<file path="src/rtl/mux_scan_n.sv">
// mux_scan_n: N-channel sampling multiplexer with manual select or
// dwell-timed auto-scan over an enable mask, feeding a valid/ready
// output register. Backpressure stalls the scan so no channel is skipped.
module mux_scan_n #(
  parameter int unsigned CHANNELS = 8,
  parameter int unsigned WIDTH    = 1,
  parameter int unsigned SEL_W    = 3,
  parameter int unsigned DWELL    = 4
) (
  input  logic                      clk,
  input  logic                      reset,
  input  logic                      mode,
  input  logic [SEL_W-1:0]          sel,
  input  logic [CHANNELS*WIDTH-1:0] in_data,
  input  logic [CHANNELS-1:0]       chan_en,
  input  logic                      out_ready,
  output logic                      out_valid,
  output logic [WIDTH-1:0]          out_data,
  output logic [SEL_W-1:0]          out_chan
);

  localparam int unsigned        CNT_W    = (DWELL > 1) ? $clog2(DWELL) : 1;
  localparam logic [CNT_W-1:0]   CNT_LAST = CNT_W'(DWELL - 1);

  logic [CNT_W-1:0] cnt_q, cnt_d;
  logic [SEL_W-1:0] ptr_q, ptr_d;
  logic             valid_q, valid_d;
  logic [WIDTH-1:0] data_q, data_d;
  logic [SEL_W-1:0] chan_q, chan_d;
  logic             mode_q;
  logic             primed_q;

  logic [SEL_W-1:0] ptr_nxt;
  logic             any_en;
  int unsigned      idx;

  logic             slot_free;
  logic             terminal;
  logic             mode_chg;
  logic [SEL_W-1:0] tgt;
  logic             tgt_ok;
  logic             capture;

  // Next enabled channel strictly after ptr, wrapping; scanning offsets
  // downward so the nearest enabled index wins.
  always_comb begin
    ptr_nxt = ptr_q;
    any_en  = 1'b0;
    idx     = 0;
    for (int unsigned i = CHANNELS; i >= 1; i--) begin
      idx = (32'(ptr_q) + i) % CHANNELS;
      if (chan_en[idx]) begin
        ptr_nxt = SEL_W'(idx);
        any_en  = 1'b1;
      end
    end
  end

  // Slot action: dwell count, stall on backpressure, capture and ptr advance.
  always_comb begin
    slot_free = !valid_q || out_ready;
    terminal  = (cnt_q == CNT_LAST);
    // mode_q is only meaningful once loaded after reset; the first edge
    // must not look like a mode change or the first capture slips a slot.
    mode_chg  = primed_q && (mode != mode_q);
    tgt       = mode ? ptr_q : sel;
    tgt_ok    = mode ? chan_en[ptr_q] : (32'(sel) < CHANNELS);

    cnt_d   = cnt_q + CNT_W'(1);
    ptr_d   = ptr_q;
    valid_d = valid_q & ~out_ready;
    data_d  = data_q;
    chan_d  = chan_q;
    capture = 1'b0;

    if (mode_chg) begin
      cnt_d = '0;
    end else if (terminal) begin
      if (!slot_free) begin
        cnt_d = cnt_q;
      end else begin
        cnt_d   = '0;
        capture = tgt_ok;
        if (mode && any_en) ptr_d = ptr_nxt;
      end
    end

    if (capture) begin
      valid_d = 1'b1;
      data_d  = in_data[32'(tgt)*WIDTH +: WIDTH];
      chan_d  = tgt;
    end
  end

  // State registers with asynchronous clear.
  always_ff @(posedge clk or posedge reset) begin
    if (reset) begin
      cnt_q    <= '0;
      ptr_q    <= '0;
      valid_q  <= 1'b0;
      data_q   <= '0;
      chan_q   <= '0;
      mode_q   <= 1'b0;
      primed_q <= 1'b0;
    end else begin
      cnt_q    <= cnt_d;
      ptr_q    <= ptr_d;
      valid_q  <= valid_d;
      data_q   <= data_d;
      chan_q   <= chan_d;
      mode_q   <= mode;
      primed_q <= 1'b1;
    end
  end

  assign out_valid = valid_q;
  assign out_data  = data_q;
  assign out_chan  = chan_q;

endmodule

</file>
<file path="config.mk">
export PLATFORM = sky130hd
export DESIGN_NAME = mux_scan_n
export DESIGN_NICKNAME = d
export VERILOG_FILES = /design/src/rtl/mux_scan_n.sv
export SDC_FILE = /design/constraint.sdc
export NUM_CORES = 1
export LEC_CHECK = 0
export ABC_AREA = 1
export CAP_MARGIN = 20
export CORE_MARGIN = 2
export CORE_UTILIZATION = 35
export CTS_BUF_LIST = sky130_fd_sc_hd__clkbuf_16
export DETAILED_ROUTE_END_ITERATION = 16
export SLEW_MARGIN = 20
export SYNTH_ARGS = -nofsm -noshare
export SYNTH_HDL_FRONTEND = slang
export SYNTH_SLANG_ARGS = --single-unit
</file>
<file path="constraint.sdc">
create_clock -name clk -period 1.9 [get_ports clk]
set_input_delay 0.38 -clock clk [delete_from_list [all_inputs] [get_ports clk]]
set_output_delay 0.38 -clock clk [all_outputs]
set_load 0.01 [all_outputs]
</file>
Figure 1. Pin placement.
Scale bar: 20 um. Pins as bars across the die edge, other pins in grey.
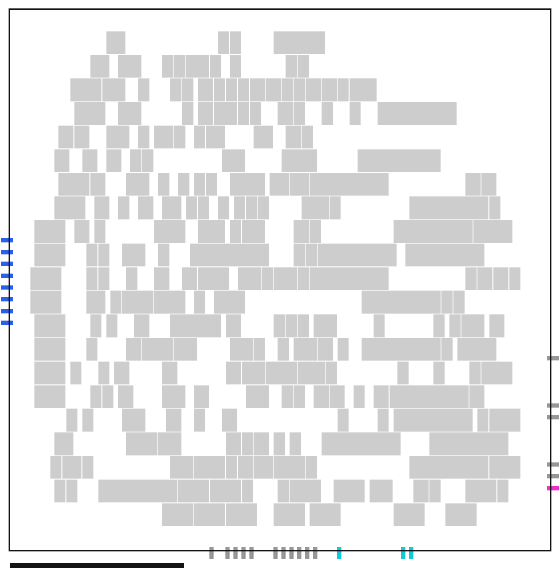
out_chan: shown in cyan, pins 3, direction output, edge bottom. clk: shown in magenta, pins 1, direction input, edge right. chan_en: shown in blue, pins 8, direction input, edge left.

Figure 2. Drive-strength map.
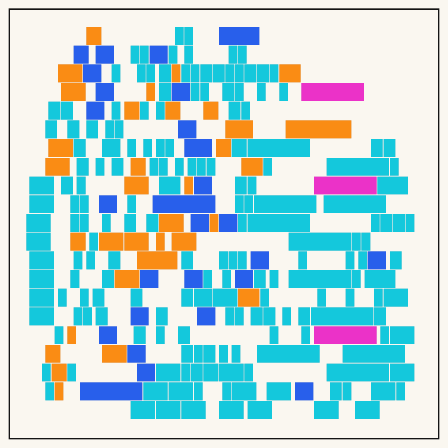
drive 6 and up: shown in magenta, cells 3. drive 2: shown in orange, cells 33. drive 3 to 4: shown in blue, cells 27. drive 1 or less: shown in cyan, cells 185.

Figure 3. Cell placement.
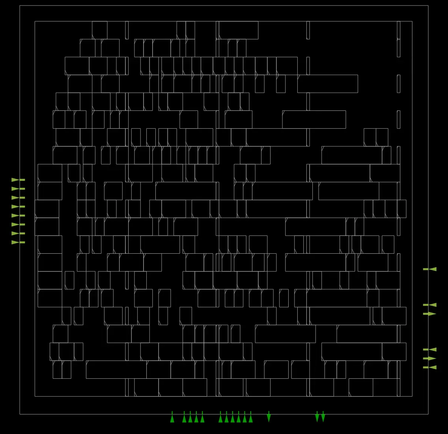
sequential cell count: 12
Fill cells: 344

Figure 4. Zoomed window.
Region (37, 37) to (57, 57) um. Cells in grey, sequential cells in the stronger grey; small squares are vias.
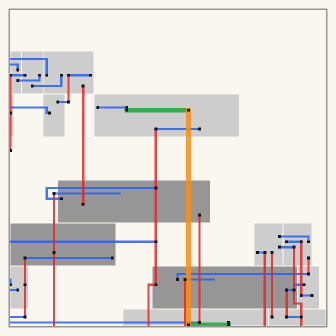
met1: shown in blue. met2: shown in red. met4: shown in orange. met3: shown in green.
11 logic cells have their middle in the window. Netlist names of flops here include ptr_q (2), cnt_q (1). Most frequent: nor2_1 (2), inv_1 (2), dfrtp_1 (2). Sequential cells in the window: 3.

[cell type report]
| type | instances | area (um^2) | share of cell area, % |
|---|---|---|---|
| clock inverter | 1 | 3.75 | 0.204 |
| timing repair buffer | 49 | 438 | 23.9 |
| multi-input combinational | 155 | 852 | 46.4 |
| inverter | 28 | 108 | 5.86 |
| sequential | 12 | 302 | 16.4 |
| tap | 46 | 57.6 | 3.14 |
| clock buffer | 3 | 75.1 | 4.09 |
[kinds of logic after synthesis]
kind of cell	count (synthesis)	synth area share (%)
adder cells (fa/ha/maj)	3	3.16
flip-flops	12	25.3
other	1	0.316
XOR/XNOR	2	2.11
AND/OR/NAND/NOR	127	47.9
buffers and inverters	30	10.1
AND-OR/OR-AND	22	11.1
==> reports/qor.yml <==
clocking:
  worst_setup_hold_path_clk_slew_ns: 0.04
  clk_root_buffer_cell: "clkbuf_16"
  cts_num_sinks: 12
  insertion_delay_at_the_late_pin_of_the_worst_skew_pair_ns: 0.24
  cts_repair_resize_count: 1
  cts_hold_buf: 0
run_status:
  outcome: "finished clean"
die:
  num_io_pins: 28
  die-width_um: 62.2
  die_y_um: 62.2
run:
  warning_count: 28
worst_setup_path:
  endpoint_kind: "register"
  timing.reg2reg.worst_path_depth: 14
  rrSetupSlack_ns: 0.09
  critical_path.top_delay_family: "simple AND/OR/NAND/NOR gates"
  critical_path_cell_count: 14
  cp_data_required_time_ns: 2.03
synth:
  postSynth.topFlopCell: "dfrtp_1"
  registers_synthesis: 12
  mean_syn_cell_area_um2: 6.03
  yosys-top-cells-count: "nand2_1, nand3_1, inv_1, nor2_1, o21ai_0"
drt:
  dr_wl_met2_mm: 1.61
  top_layer: "met4"
  route.antenna.remaining_nets: 0
power:
  power_per_cell_area_nw_per_um2: 1900
  leakage_nw: 0.933
  internal-power_mw: 1.78
placement:
  preCtsSetupSlack_ns: -0.180
sta:
  post-route-period-util_pct: 95.1
  timing.setup.tns_ns: 0
  finalSetupViolations: 0
worst_hold_path:
  hold_path_startpoint: "mode"
global_routing:
  wire_length_of_the_first_global_routing_pass_mm: 5.71
Power is estimated from default activity; no workload was simulated.
